$ cat src/rtl/elevator_car_plant_if.sv
// Controller <-> car plant link: drive requests toward the plant, position/door feedback back.
interface elevator_car_plant_if #(
    parameter int N = 8
);
    logic         motor_up;
    logic         motor_down;
    logic         open_door;
    logic         close_door;
    logic [N-1:0] floor_sensor;
    logic         at_floor;
    logic         moving_up;
    logic         moving_down;
    logic         door_closed_sensor;
    logic         door_open_sensor;
    logic         fault_conflict;
    logic         fault_limit;
    logic         fault_door;

    modport master (
        output motor_up, motor_down, open_door, close_door,
        input  floor_sensor, at_floor, moving_up, moving_down,
               door_closed_sensor, door_open_sensor,
               fault_conflict, fault_limit, fault_door
    );

    modport slave (
        input  motor_up, motor_down, open_door, close_door,
        output floor_sensor, at_floor, moving_up, moving_down,
               door_closed_sensor, door_open_sensor,
               fault_conflict, fault_limit, fault_door
    );
endinterface

$ cat src/rtl/elevator_car_plant.sv
// Plant model of one elevator car and door: turns motor/door drive requests into
// one-hot floor sensing and door position feedback, flagging illegal requests.
//
// state    | meaning
// M_IDLE   | no car step accepted on the last edge
// M_UP     | upward step accepted on the last edge
// M_DOWN   | downward step accepted on the last edge
// D_CLOSED | door_pos == 0
// D_OPENING| door partly open, last movement was opening
// D_OPEN   | door_pos == DOOR_TICKS
// D_CLOSING| door partly open, last movement was closing
module elevator_car_plant #(
    parameter int N               = 8,
    parameter int TICKS_PER_FLOOR = 4,
    parameter int DOOR_TICKS      = 3,
    parameter int INIT_FLOOR      = 0
) (
    input  logic               clk,
    input  logic               rst,
    elevator_car_plant_if.slave bus
);
    localparam int BW = (N > 1) ? $clog2(N) : 1;
    localparam int OW = $clog2(TICKS_PER_FLOOR);
    localparam int DW = $clog2(DOOR_TICKS + 1);

    localparam logic [BW-1:0] BASE_TOP  = BW'(N - 1);
    localparam logic [BW-1:0] BASE_INIT = BW'(INIT_FLOOR);
    localparam logic [OW-1:0] OFF_TOP   = OW'(TICKS_PER_FLOOR - 1);
    localparam logic [DW-1:0] DOOR_FULL = DW'(DOOR_TICKS);
    localparam logic [N-1:0]  ONE_HOT0  = N'(1);

    typedef enum logic [1:0] {M_IDLE, M_UP, M_DOWN} motion_t;
    typedef enum logic [1:0] {D_CLOSED, D_OPENING, D_OPEN, D_CLOSING} door_t;

    motion_t       mstate, mstate_n;
    door_t         dstate, dstate_n;
    logic [BW-1:0] base, base_n, last_al, last_al_n;
    logic [OW-1:0] offset, offset_n;
    logic [DW-1:0] door_pos, door_pos_n;
    logic          f_conf, f_conf_n, f_lim, f_lim_n, f_door, f_door_n;

    logic any_motor, aligned, up_ok, down_ok, open_ok;

    always_ff @(posedge clk) begin
        if (rst) begin
            mstate   <= M_IDLE;
            dstate   <= D_CLOSED;
            base     <= BASE_INIT;
            last_al  <= BASE_INIT;
            offset   <= '0;
            door_pos <= '0;
            f_conf   <= 1'b0;
            f_lim    <= 1'b0;
            f_door   <= 1'b0;
        end else begin
            mstate   <= mstate_n;
            dstate   <= dstate_n;
            base     <= base_n;
            last_al  <= last_al_n;
            offset   <= offset_n;
            door_pos <= door_pos_n;
            f_conf   <= f_conf_n;
            f_lim    <= f_lim_n;
            f_door   <= f_door_n;
        end
    end

    always_comb begin
        base_n     = base;
        offset_n   = offset;
        last_al_n  = last_al;
        door_pos_n = door_pos;
        mstate_n   = M_IDLE;
        dstate_n   = dstate;

        any_motor = bus.motor_up | bus.motor_down;
        aligned   = (offset == '0);
        up_ok     = bus.motor_up & ~bus.motor_down & (door_pos == '0) & (base != BASE_TOP);
        down_ok   = bus.motor_down & ~bus.motor_up & (door_pos == '0) &
                    ~((base == '0) & aligned);
        open_ok   = bus.open_door & aligned & ~any_motor;

        if (up_ok) begin
            mstate_n = M_UP;
            if (offset == OFF_TOP) begin
                base_n   = base + BW'(1);
                offset_n = '0;
            end else begin
                offset_n = offset + OW'(1);
            end
        end else if (down_ok) begin
            mstate_n = M_DOWN;
            if (aligned) begin
                base_n   = base - BW'(1);
                offset_n = OFF_TOP;
            end else begin
                offset_n = offset - OW'(1);
            end
        end

        if (offset_n == '0)
            last_al_n = base_n;

        // open_door has priority over close_door even when it is itself rejected
        if (bus.open_door) begin
            if (open_ok && door_pos != DOOR_FULL)
                door_pos_n = door_pos + DW'(1);
        end else if (bus.close_door && door_pos != '0) begin
            door_pos_n = door_pos - DW'(1);
        end

        if (door_pos_n == '0)
            dstate_n = D_CLOSED;
        else if (door_pos_n == DOOR_FULL)
            dstate_n = D_OPEN;
        else if (door_pos_n > door_pos)
            dstate_n = D_OPENING;
        else if (door_pos_n < door_pos)
            dstate_n = D_CLOSING;

        f_conf_n = f_conf | (bus.motor_up & bus.motor_down) | (bus.open_door & bus.close_door);
        f_lim_n  = f_lim | (bus.motor_up & (base == BASE_TOP)) |
                   (bus.motor_down & (base == '0) & aligned);
        f_door_n = f_door | (any_motor & (door_pos != '0)) |
                   (bus.open_door & (~aligned | any_motor));
    end

    assign bus.floor_sensor       = ONE_HOT0 << last_al;
    assign bus.at_floor           = (offset == '0);
    assign bus.moving_up          = (mstate == M_UP);
    assign bus.moving_down        = (mstate == M_DOWN);
    assign bus.door_closed_sensor = (dstate == D_CLOSED);
    assign bus.door_open_sensor   = (dstate == D_OPEN);
    assign bus.fault_conflict     = f_conf;
    assign bus.fault_limit        = f_lim;
    assign bus.fault_door         = f_door;
endmodule
$ cat src/flat_wrapper.sv
// flat-port wrapper written by rule: the top's interface ports become plain ports
module elevator_car_plant_flat 
#(
    parameter int N               = 8,
    parameter int TICKS_PER_FLOOR = 4,
    parameter int DOOR_TICKS      = 3,
    parameter int INIT_FLOOR      = 0
)
  (clk, rst, bus_motor_up, bus_motor_down, bus_open_door, bus_close_door, bus_floor_sensor, bus_at_floor, bus_moving_up, bus_moving_down, bus_door_closed_sensor, bus_door_open_sensor, bus_fault_conflict, bus_fault_limit, bus_fault_door);
  elevator_car_plant_if #(.N(N)) bus_i ();
  input  logic clk;
  input  logic rst;
  input wire logic [$bits(bus_i.motor_up)-1:0] bus_motor_up;
  input wire logic [$bits(bus_i.motor_down)-1:0] bus_motor_down;
  input wire logic [$bits(bus_i.open_door)-1:0] bus_open_door;
  input wire logic [$bits(bus_i.close_door)-1:0] bus_close_door;
  output wire logic [$bits(bus_i.floor_sensor)-1:0] bus_floor_sensor;
  output wire logic [$bits(bus_i.at_floor)-1:0] bus_at_floor;
  output wire logic [$bits(bus_i.moving_up)-1:0] bus_moving_up;
  output wire logic [$bits(bus_i.moving_down)-1:0] bus_moving_down;
  output wire logic [$bits(bus_i.door_closed_sensor)-1:0] bus_door_closed_sensor;
  output wire logic [$bits(bus_i.door_open_sensor)-1:0] bus_door_open_sensor;
  output wire logic [$bits(bus_i.fault_conflict)-1:0] bus_fault_conflict;
  output wire logic [$bits(bus_i.fault_limit)-1:0] bus_fault_limit;
  output wire logic [$bits(bus_i.fault_door)-1:0] bus_fault_door;
  assign bus_i.motor_up = bus_motor_up;
  assign bus_i.motor_down = bus_motor_down;
  assign bus_i.open_door = bus_open_door;
  assign bus_i.close_door = bus_close_door;
  assign bus_floor_sensor = bus_i.floor_sensor;
  assign bus_at_floor = bus_i.at_floor;
  assign bus_moving_up = bus_i.moving_up;
  assign bus_moving_down = bus_i.moving_down;
  assign bus_door_closed_sensor = bus_i.door_closed_sensor;
  assign bus_door_open_sensor = bus_i.door_open_sensor;
  assign bus_fault_conflict = bus_i.fault_conflict;
  assign bus_fault_limit = bus_i.fault_limit;
  assign bus_fault_door = bus_i.fault_door;
  elevator_car_plant #(.N(N), .TICKS_PER_FLOOR(TICKS_PER_FLOOR), .DOOR_TICKS(DOOR_TICKS), .INIT_FLOOR(INIT_FLOOR)) u_core (.clk(clk), .rst(rst), .bus(bus_i));
endmodule
$ cat config.mk
export PLATFORM = sky130hd
export DESIGN_NAME = elevator_car_plant_flat
export DESIGN_NICKNAME = d
export VERILOG_FILES = /design/src/rtl/elevator_car_plant_if.sv /design/src/rtl/elevator_car_plant.sv /design/src/flat_wrapper.sv
export SDC_FILE = /design/constraint.sdc
export NUM_CORES = 1
export LEC_CHECK = 0
export CORE_MARGIN = 2
export CORE_UTILIZATION = 54
export CTS_CLUSTER_DIAMETER = 120
export CTS_CLUSTER_SIZE = 8
export DETAILED_ROUTE_END_ITERATION = 16
export GPL_TIMING_DRIVEN = 0
export MAX_ROUTING_LAYER = met4
export PLACE_DENSITY_LB_ADDON = 0.25
export SYNTH_ARGS = -nofsm -noshare
export SYNTH_HDL_FRONTEND = slang
export SYNTH_SLANG_ARGS = --single-unit
$ cat constraint.sdc
create_clock -name clk -period 4.5 [get_ports clk]
set_clock_uncertainty 0.05 [all_clocks]
set_input_delay 0.9 -clock clk [delete_from_list [all_inputs] [get_ports clk]]
set_output_delay 0.9 -clock clk [all_outputs]
set_load 0.03 [all_outputs]
Run 1, placed cells, one color a class:
Scale: 8 px per um.
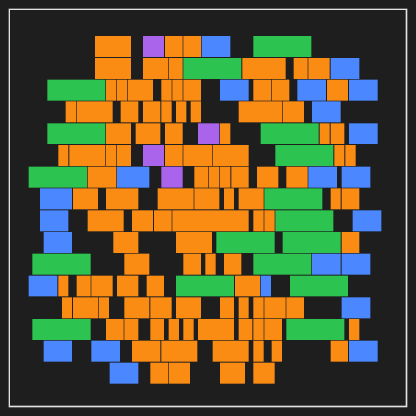
| class | color | cells |
|---|---|---|
| other buffers and delay cells | blue | 23 |
| combinational and other logic | orange | 107 |
| flops | green | 17 |
| clock drivers and dummy loads | purple | 4 |

Run 1, wires at chosen ports, followed through buffers:
Scale: 6 px per um.
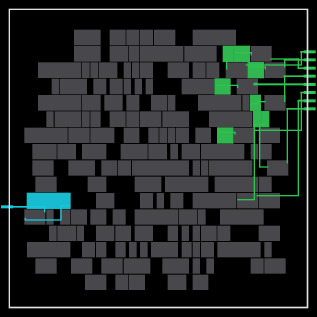
| port | color | bits | direction | end cells | buffers | wire |
|---|---|---|---|---|---|---|
| bus_fault_door | cyan | 1 | output | 1 | 1 | 16.2 um |
| bus_floor_sensor | green | 8 | output | 8 | 8 | 135 um |
io pins: 22
Port Buffers: 20

Run 1, the metal 1 layer:
Scale: 10 px per um. Supply wires on this layer in gray.
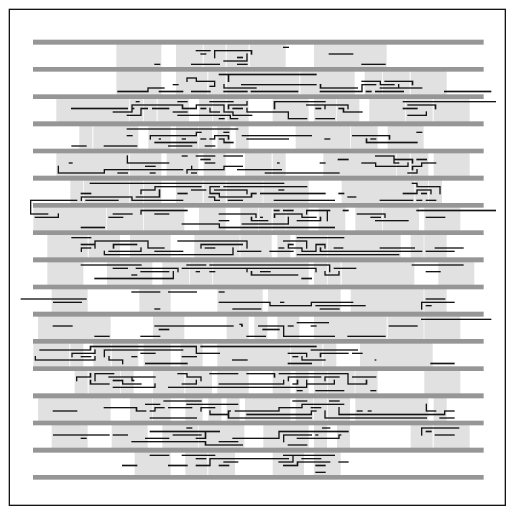
share of all routed wire: 49%
nets with wire on the layer: 147
main direction: horizontal
longest straight run: 19.3 um
wire length on this layer: 1070 um
via count: 985
final WL: 2190 um

==> results.py, run 1 <==
# Physical implementation metrics
metrics = {
    "synth": {
        "ys_cells": 127,
        "yosysTopAreaCell": "dfxtp_1",
        "topCellsByArea": "dfxtp_1, ha_1, nor2_1, nor2b_1, nor3b_1",
        "synth_area_mm2": 0.00112,
        "synth.avg_cell_area_um2": 8.79,
        "synth_top_area_share_pct": 30.5,
        "ys_area_mm2": 0.00112,
        "fp_nets": 142,
        "most_common_cell": "dfxtp_1",
        "ys_ff": 17,
        "postSynthCellCount": 127,
        "synth.distinct_cells": 44,
        "yosysWarnings": 0,
        "edf_count": 0,
        "ys_seq_share_pct": 30.5,
    },
    "layout": {
        "diodes": 0,
        "finalNetCount": 167,
        "lay_top_count": "clkdlybuf4s50_1",
        "regArea_um2": 340,
        "nFillCells": 171,
        "fin_area_mm2": 0.00138,
        "drive_gt1_share_pct": 7.95,
        "area_growth_pct": 23.7,
        "comb_area_um2": 716,
        "final_cells": 178,
        "lay_top_cells": "clkdlybuf4s50_1, dfxtp_1, nor2_1, inv_1, ha_1",
    },
    "placement": {
        "placed_area_mm2": 0.00135,
        "place.gp.congestion": 0.878,
        "hpwlAfterDp_um": 1720,
        "place_ws_ps": 1360,
    },
    "pwr": {
        "peakVddDrop_uv": 212,
        "power_density_mw_per_mm2": 360,
    },
    "timing": {
        "rsz0062_at_grt": "false",
        "setup_viol": 0,
        "fmax_mhz": 358,
        "setup_tns_ps": 0,
        "drv_slew": 0,
        "whs_ps": 437,
        "layout_setup_ws_ps": 1710,
        "worst_pin_slew_ps": 435,
        "slew_headroom_pct": 71.0,
    },
    "clock_network": {
        "holdBufCountCts": 0,
        "cts_setup_buffers": 0,
        "htreeDepth": 1,
        "ctsResizeCount": 0,
        "cts_made_buffers": 3,
        "clk_pin_slew_worst_paths_ps": 110,
        "cts-root-buf": "clkbuf_4",
        "numClockSinks": 17,
    },
    "global_routing": {
        "grt_pass1_wl_um": 3810,
        "antenna_found_initial": 0,
        "track_usage_pct": 20.1,
        "grt_pass1_vias": 888,
        "grt_max_degree": 12,
    },
    "outcome": {
        "status": "finished, final reports clean",
    },
    "worst_setup_path": {
        "path_cells": "clkdlybuf4s50_1 > or3b_1 > o211ai_1 > and3_1 > ha_1 > nand2_1 > o21ai_0 > nand2_1 > o221ai_1 > nor2b_1",
        "crit_path_max_incr_delay_ps": 520,
        "crit_family": "simple AND/OR/NAND/NOR gates",
        "end_kind": "flop",
        "required_ps": 4650,
    },
    "route": {
        "detail_route.iter0.violations": 6,
        "dr.pass1.iters": 4,
        "avgViaCountPerCell": 5.53,
    },
    "run": {
        "drv_cap": 0,
    },
    "floorplanning": {
        "num_rows": 16,
    },
    "hold_path": {
        "holdCritPathClass": "reg -> reg",
    },
}
## run 1: report_power, final
part,internal (mW),switching (mW)
clock,0.0339,0.0531
combinational,0.0988,0.123
sequential,0.170,0.0181
total,0.302,0.194
## run 1: worst paths after layout
| kind | end | from | depth (start not counted) |
|---|---|---|---|
| setup reg to reg | u_core.dstate[1] | u_core.offset[1] | 11 |
| hold reg to reg | u_core.bus.fault_door | u_core.bus.fault_door | 2 |
| hold / removal | u_core.bus.fault_door | u_core.bus.fault_door | 2 |
| setup / recovery | u_core.dstate[1] | bus_motor_up | 10 |
## run 1: tightest hold or removal path, stage by stage (launching register included)
cell	delay, ps
dfxtp_1	350
a21oi_1	40
nor2_1	70
## run 1: registers in the layout, indices dropped and copies added, names as in the netlist
name                       count
u_core.mstate                  2
u_core.bus.fault_conflict      1
u_core.dstate                  2
u_core.bus.fault_limit         1
u_core.base                    3
u_core.bus.fault_door          1
u_core.door_pos                2
u_core.offset                  2
u_core.last_al                 3
## run 1: area by class of cell
class | instances | area share, %
multi-input cells | 98 | 51.9
flip-flops and latches | 17 | 24.7
repair buffers | 20 | 14.5
inverters | 9 | 2.45
well taps | 27 | 2.45
plain buffers | 3 | 1.90
clock buffers | 3 | 1.63
clock inverters | 1 | 0.544
## run 1: per-layer routing
layer	up-vias	share of wire, %	track usage [%]	routed length [um]
met5	-	0	-	0
met4	0	1.2	4.17	27
met3	5	5.2	3.33	114
met2	31	45	33.6	985
met1	437	49	25.7	1070
li1	512	-	-	-
## run 1: kinds of logic (layout without fill, tap and decap cells)
group	after synthesis	count (layout)	share of synthesized area, %
and+or+nand+nor	58	58	30.7
AOI/OAI and AO/OA	25	25	17.4
DFF	17	17	30.5
buffers and inverters	12	36	5.38
adders and majority gates	9	9	10.1
xor gates and xnor gates	3	3	2.35
muxes	3	3	3.59
Run 1, cell area per tile:
Scale: 8 px per um. The die is cut into 10 by 10 equal tiles; dark blue is low, red is high, 0 to 100% covered.
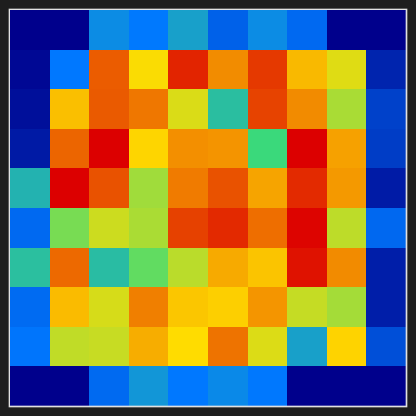

==> run 2, diff against run 1 <==
Settings changed: CORE_UTILIZATION 54 to 46.
Clock period 4.5 ns to 2.3 ns, I/O delays scaled along.
Run 2, cell area per tile:
Scale: 8 px per um. The die is cut into 11 by 11 equal tiles; dark blue is low, red is high, 0 to 100% covered.
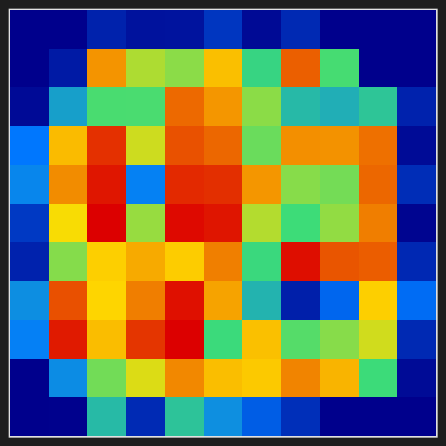
fullest tile: 100%
tiles over 75% full: 37%
densest ninth of the die: middle
mean over tiles: 50%

==> results.py, run 2 <==
# Physical implementation metrics
metrics = {
    "outcome": {
        "status": "finished, final reports clean",
    },
    "pwr": {
        "power_mw": 1.02,
        "power_density_mw_per_mm2": 700,
        "peakVddDrop_uv": 412,
    },
    "timing": {
        "hold_viol": 0,
        "drv_slew": 0,
        "finalCritPeriodShare_pct": 96.8,
        "worst_pin_slew_ps": 450,
        "setup_tns_ps": 0,
        "slew_headroom_pct": 70.0,
        "fmax_mhz": 449,
        "rsz0062_at_grt": "true",
        "setup_viol": 0,
        "whs_ps": 381,
    },
    "floorplanning": {
        "coreArea_mm2": 0.00225,
        "io_pins": 22,
        "die_h_um": 53.3,
        "num_rows": 17,
        "fp_util_pct": 49.5,
        "die-width_um": 53.3,
        "chipArea_mm2": 0.00284,
    },
    "placement": {
        "placed_area_mm2": 0.00135,
        "place.gp.congestion": 0.846,
        "hpwlAfterDp_um": 1820,
        "dpl.cell_count": 175,
        "numPortBuffers": 20,
    },
    "clock_network": {
        "clk_pin_slew_worst_paths_ps": 110,
        "cts-root-buf": "clkbuf_4",
        "insertion_delay_ps": 300,
        "cts_setup_buffers": 0,
        "numClockSinks": 17,
        "ctsResizeCount": 3,
        "clockBufferDepth": 2,
        "htreeDepth": 1,
        "holdBufCountCts": 0,
        "cts_tree": "done",
        "cts_made_buffers": 3,
    },
    "worst_setup_path": {
        "required_ps": 2450,
        "r2r_start": "u_core.offset[1]",
        "end_kind": "flop",
        "startpoint_type": "flop",
        "r2r_end": "u_core.dstate[1]",
        "rr_worst_depth": 11,
        "arrival_ps": 2380,
        "critPathLaunch": "u_core.offset[1]",
        "worst-setup-path-type": "reg -> reg",
        "critPathCapture": "u_core.dstate[1]",
        "rrSetupSlack_ps": 70,
    },
    "synth": {
        "postSynthCellCount": 127,
        "ys_cells": 127,
        "edf_count": 0,
        "synth_top_area_share_pct": 30.5,
        "yosysWarnings": 0,
        "fp_nets": 142,
        "async_reset_ff_share_pct": 0,
        "ys_seq_share_pct": 30.5,
        "ys_area_mm2": 0.00112,
        "synth.avg_cell_area_um2": 8.79,
        "yosysTopAreaCell": "dfxtp_1",
        "most_common_cell": "dfxtp_1",
        "synth.distinct_cells": 44,
        "synth_area_mm2": 0.00112,
        "topCellsByArea": "dfxtp_1, ha_1, nor2_1, nor2b_1, nor3b_1",
        "ys_ff": 17,
        "synthFlopType": "dfxtp_1",
        "netlist_top_cells_count": "dfxtp_1, nor2_1, ha_1, inv_1",
    },
    "route": {
        "dr.pass1.iters": 4,
        "detail_route.iter0.violations": 21,
        "avgViaCountPerCell": 5.63,
        "ant_nets": 0,
        "vias": 1013,
        "wirelength_um": 2450,
        "routedWlPerCell_um": 13.6,
    },
    "hold_path": {
        "holdCritPathClass": "in -> reg",
        "worstHoldStart": "bus_motor_down",
        "whs_path_depth": 3,
        "hold_end": "u_core.bus.fault_conflict",
    },
    "global_routing": {
        "grt_max_degree": 11,
        "antenna_found_initial": 0,
        "grt_overflow": 0,
        "grt_pass1_vias": 914,
        "track_usage_pct": 19.5,
        "grt_pass1_wl_um": 3930,
    },
    "layout": {
        "area_growth_pct": 30.0,
        "lay_top_count": "nor2_1",
        "nFillCells": 199,
        "fin_area_mm2": 0.00145,
        "lay_top_cells": "nor2_1, clkdlybuf4s50_1, dfxtp_1",
        "finalNetCount": 168,
        "reg_top3": "u_core.base: 3 flops, u_core.last_al: 3 flops",
        "drive_gt1_share_pct": 15.1,
        "diodes": 0,
        "comb_area_um2": 763,
        "regArea_um2": 347,
        "final_cells": 180,
    },
    "run": {
        "warnings": 31,
        "drv_cap": 0,
    },
}
run 2: cell counts after synthesis:
Identical to the previous run, type by type.
run 2: kinds of logic (layout without fill, tap and decap cells):
family	Yosys count	in the layout	synth area share (%)
AND-OR/OR-AND	25	25	17.4
flip-flops	17	17	30.5
multiplexers	3	3	3.59
buffers and inverters	12	37	5.38
XOR/XNOR	3	3	2.35
adder cells (fa/ha/maj)	9	9	10.1
AND/OR/NAND/NOR	58	58	30.7
run 2: worst max-delay path, cell delays in order, from the launching register on:
cell and delay (ps):
dfxtp_2 360, inv_2 70, ha_4 140, or3b_4 380, o211ai_1 210, and3_1 200
ha_1 260, nand2_1 80, o21ai_0 70, nand2_1 70, o221ai_1 100, nor2b_1 140
run 2: per-layer routing:
layer	track usage [%]	routed length, um	vias up
li1	-	-	508
met1	24.1	1170	468
met2	31.9	1140	33
met3	2.82	109	4
met4	7.26	25	0
met5	-	0	-
run 2: where the power goes:
part	internal (mW)	switching [mW]	total (mW)	leakage (nW)
clock	0.0649	0.104	0.169	0.0177
sequential	0.334	0.0367	0.371	0.141
combinational	0.220	0.257	0.477	0.485
total	0.619	0.398	1.02	0.643
run 2: final cells by class:
| class | count | area share [%] |
|---|---|---|
| Buffer | 3 | 1.81 |
| Clock buffer | 3 | 1.55 |
| Clock inverter | 1 | 0.345 |
| Inverter | 9 | 2.33 |
| Multi-Input combinational cell | 98 | 52.6 |
| Sequential cell | 17 | 23.9 |
| Tap cell | 28 | 2.41 |
| Timing Repair Buffer | 21 | 15.1 |
run 2: per-stage QoR:
stage | setup WS [ps] | util (%)
6_report | 73.1 | 64.4
5_1_grt | -89.8 | 64.4
4_1_cts | 13.0 | 61.7
3_5_place_dp | -366 | 60.0
3_3_place_gp | -317 | 60.0
2_1_floorplan | 72.9 | -
Run 2, placed standard cells:
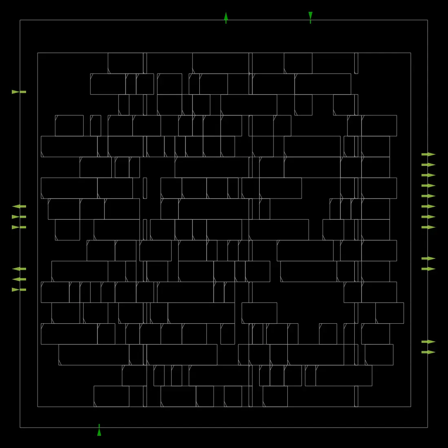

==> run 3, diff against run 2 <==
Settings changed: ABC_AREA set to 1, SKIP_LAST_GASP set to 1.
Run 3, placed standard cells:
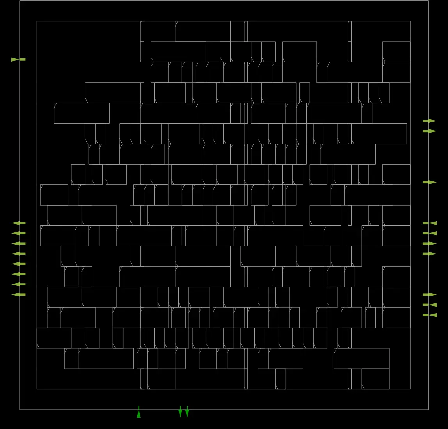
Cell Rows: 18
Non-Filler Instances: 225

==> results.py, run 3 <==
# Physical implementation metrics
metrics = {
    "pwr": {
        "peakVddDrop_uv": 433,
        "p_switching_mw": 0.458,
        "power_density_mw_per_mm2": 728,
        "power_frac_seq_pct": 35.7,
        "switching_share_pct": 43.0,
        "combinationalPowerShare_pct": 48.8,
        "clock_power_share_pct": 15.5,
        "p_int_mw": 0.608,
    },
    "route": {
        "ant_nets": 0,
        "wirelength_um": 2420,
        "highest_layer": "met4",
        "wl_met3_um": 127,
        "wl_met1_um": 1110,
        "routedWlPerCell_um": 10.8,
        "dr.pass1.iters": 4,
        "detail_route.iter0.violations": 14,
        "vias": 1125,
        "avgViaCountPerCell": 5.00,
    },
    "placement": {
        "placed_area_mm2": 0.00142,
        "numPortBuffers": 21,
        "dpl.cell_count": 221,
        "hpwlAfterDp_um": 1950,
        "place_ws_ps": -70.5,
    },
    "global_routing": {
        "grtUsageMet2_pct": 34.5,
        "grt_overflow": 0,
        "track_usage_pct": 19.4,
        "antenna_found_initial": 0,
        "met1_usage_pct": 21.5,
        "grt_util_met3_pct": 3.55,
        "busiest_layer": "met2",
    },
    "clock_network": {
        "holdBufCountCts": 0,
        "cts_tree": "done",
        "clockBufferDepth": 2,
        "clk_pin_slew_worst_paths_ps": 100,
        "htreeDepth": 1,
        "cts-root-buf": "clkbuf_4",
        "insertion_delay_ps": 290,
        "ctsResizeCount": 0,
        "cts_setup_buffers": 0,
    },
    "run": {
        "drv_cap": 0,
        "warnings": 30,
    },
    "synth": {
        "synth.avg_cell_area_um2": 6.88,
        "fp_nets": 185,
        "edf_count": 0,
        "yosysWarnings": 0,
        "ys_area_mm2": 0.00117,
        "synth.distinct_cells": 24,
        "synth_top_area_share_pct": 29.1,
        "ys_seq_share_pct": 29.1,
        "topCellsByArea": "dfxtp_1, ha_1, nand2_1, inv_1, nor2_1",
        "most_common_cell": "nand2_1",
        "ys_cells": 170,
        "netlist_top_cells_count": "nand2_1, inv_1, nor2_1",
        "synth_area_mm2": 0.00117,
        "synthFlopType": "dfxtp_1",
        "yosysTopAreaCell": "dfxtp_1",
        "ys_ff": 17,
        "postSynthCellCount": 170,
    },
    "timing": {
        "finalCritPeriodShare_pct": 90.9,
        "slew_headroom_pct": 69.2,
        "setup_tns_ps": 0,
        "whs_ps": 463,
        "hold_viol": 0,
        "rsz0062_at_grt": "false",
        "drv_slew": 0,
        "setup_viol": 0,
        "fmax_mhz": 478,
    },
    "layout": {
        "postLayoutCoreUtil_pct": 60.2,
        "reg_top3": "u_core.base: 3 flops, u_core.last_al: 3 flops",
        "lay_top_cells": "nand2_1, inv_1, nor2_1, dfxtp_1, clkdlybuf4s50_1",
        "diodes": 0,
        "area_growth_pct": 25.1,
        "finalNetCount": 211,
        "lay_top_count": "nand2_1",
    },
    "worst_setup_path": {
        "worst-setup-path-type": "reg -> out",
        "critPathSlowestCell": "clkdlybuf4s50_1",
        "path_cells": "nor3_1 > clkdlybuf4s50_1",
        "crit_path_max_incr_delay_ps": 700,
        "end_kind": "primary output",
        "cp_num_buf_inv": 1,
        "crit_family": "buffers and inverters",
        "arrival_ps": 1580,
        "startpoint_type": "flop",
    },
    "floorplanning": {
        "coreArea_mm2": 0.00243,
        "fp_util_pct": 48.1,
        "chipArea_mm2": 0.00296,
        "die_h_um": 54.4,
        "io_pins": 22,
    },
    "outcome": {
        "status": "finished, final reports clean",
    },
}
## run 3: cell types whose count changed after synthesis, sizes merged, moves of 4 or more
cell	before	now
nand2	8	40
inv	9	28
nand3	1	12
nor2	16	27
nor2b	7	0
nor3	3	9
a21oi	4	9
nor3b	5	0
a31oi	4	0
## run 3: cell families (layout without fill, tap and decap cells)
| family | Yosys count | after routing | share of synthesized area, % |
|---|---|---|---|
| AND/OR/NAND/NOR | 93 | 93 | 40.7 |
| buffers and inverters | 30 | 55 | 10.1 |
| AND-OR/OR-AND | 21 | 21 | 10.5 |
| flip-flops | 17 | 17 | 29.1 |
| adder cells (fa/ha/maj) | 9 | 9 | 9.63 |
## run 3: worst paths after layout
check                                         from                   to  slack [ps]  cells after the start
worst max-delay path             u_core.last_al[2]  bus_floor_sensor[0]         210                      2
worst min-delay path                u_core.base[0]       u_core.base[0]         460                      2
worst max register to register  u_core.door_pos[0]     u_core.dstate[1]         350                     12
worst min register to register      u_core.base[0]       u_core.base[0]         460                      2
## run 3: worst min-delay path: cells and delay by family, from the launching register on
kind	cells	cell delay, ps
DFF	1	340
and+or+nand+nor	1	80
AOI/OAI and AO/OA	1	60
## run 3: power groups by stage
stage / clock network [mW] / logic [mW] / registers, mW
5_1_grt: 0.186 / 0.578 / 0.388
2_1_floorplan: 0 / 0.364 / 0.389
4_1_cts: 0.170 / 0.529 / 0.381
3_3_place_gp: 0 / 0.514 / 0.382
6_report: 0.165 / 0.520 / 0.381
3_5_place_dp: 0 / 0.526 / 0.388
## run 3: area by class of cell
| class | count | area (um^2) |
|---|---|---|
| fill | 228 | 968 |
| multi-input combinational | 123 | 712 |
| buffer | 1 | 3.75 |
| sequential | 17 | 340 |
| tap | 30 | 37.5 |
| timing repair buffer | 21 | 230 |
| inverter | 29 | 114 |
| clock buffer | 4 | 26.3 |
Power figures rest on the tool's default switching activity, not on a simulated workload.
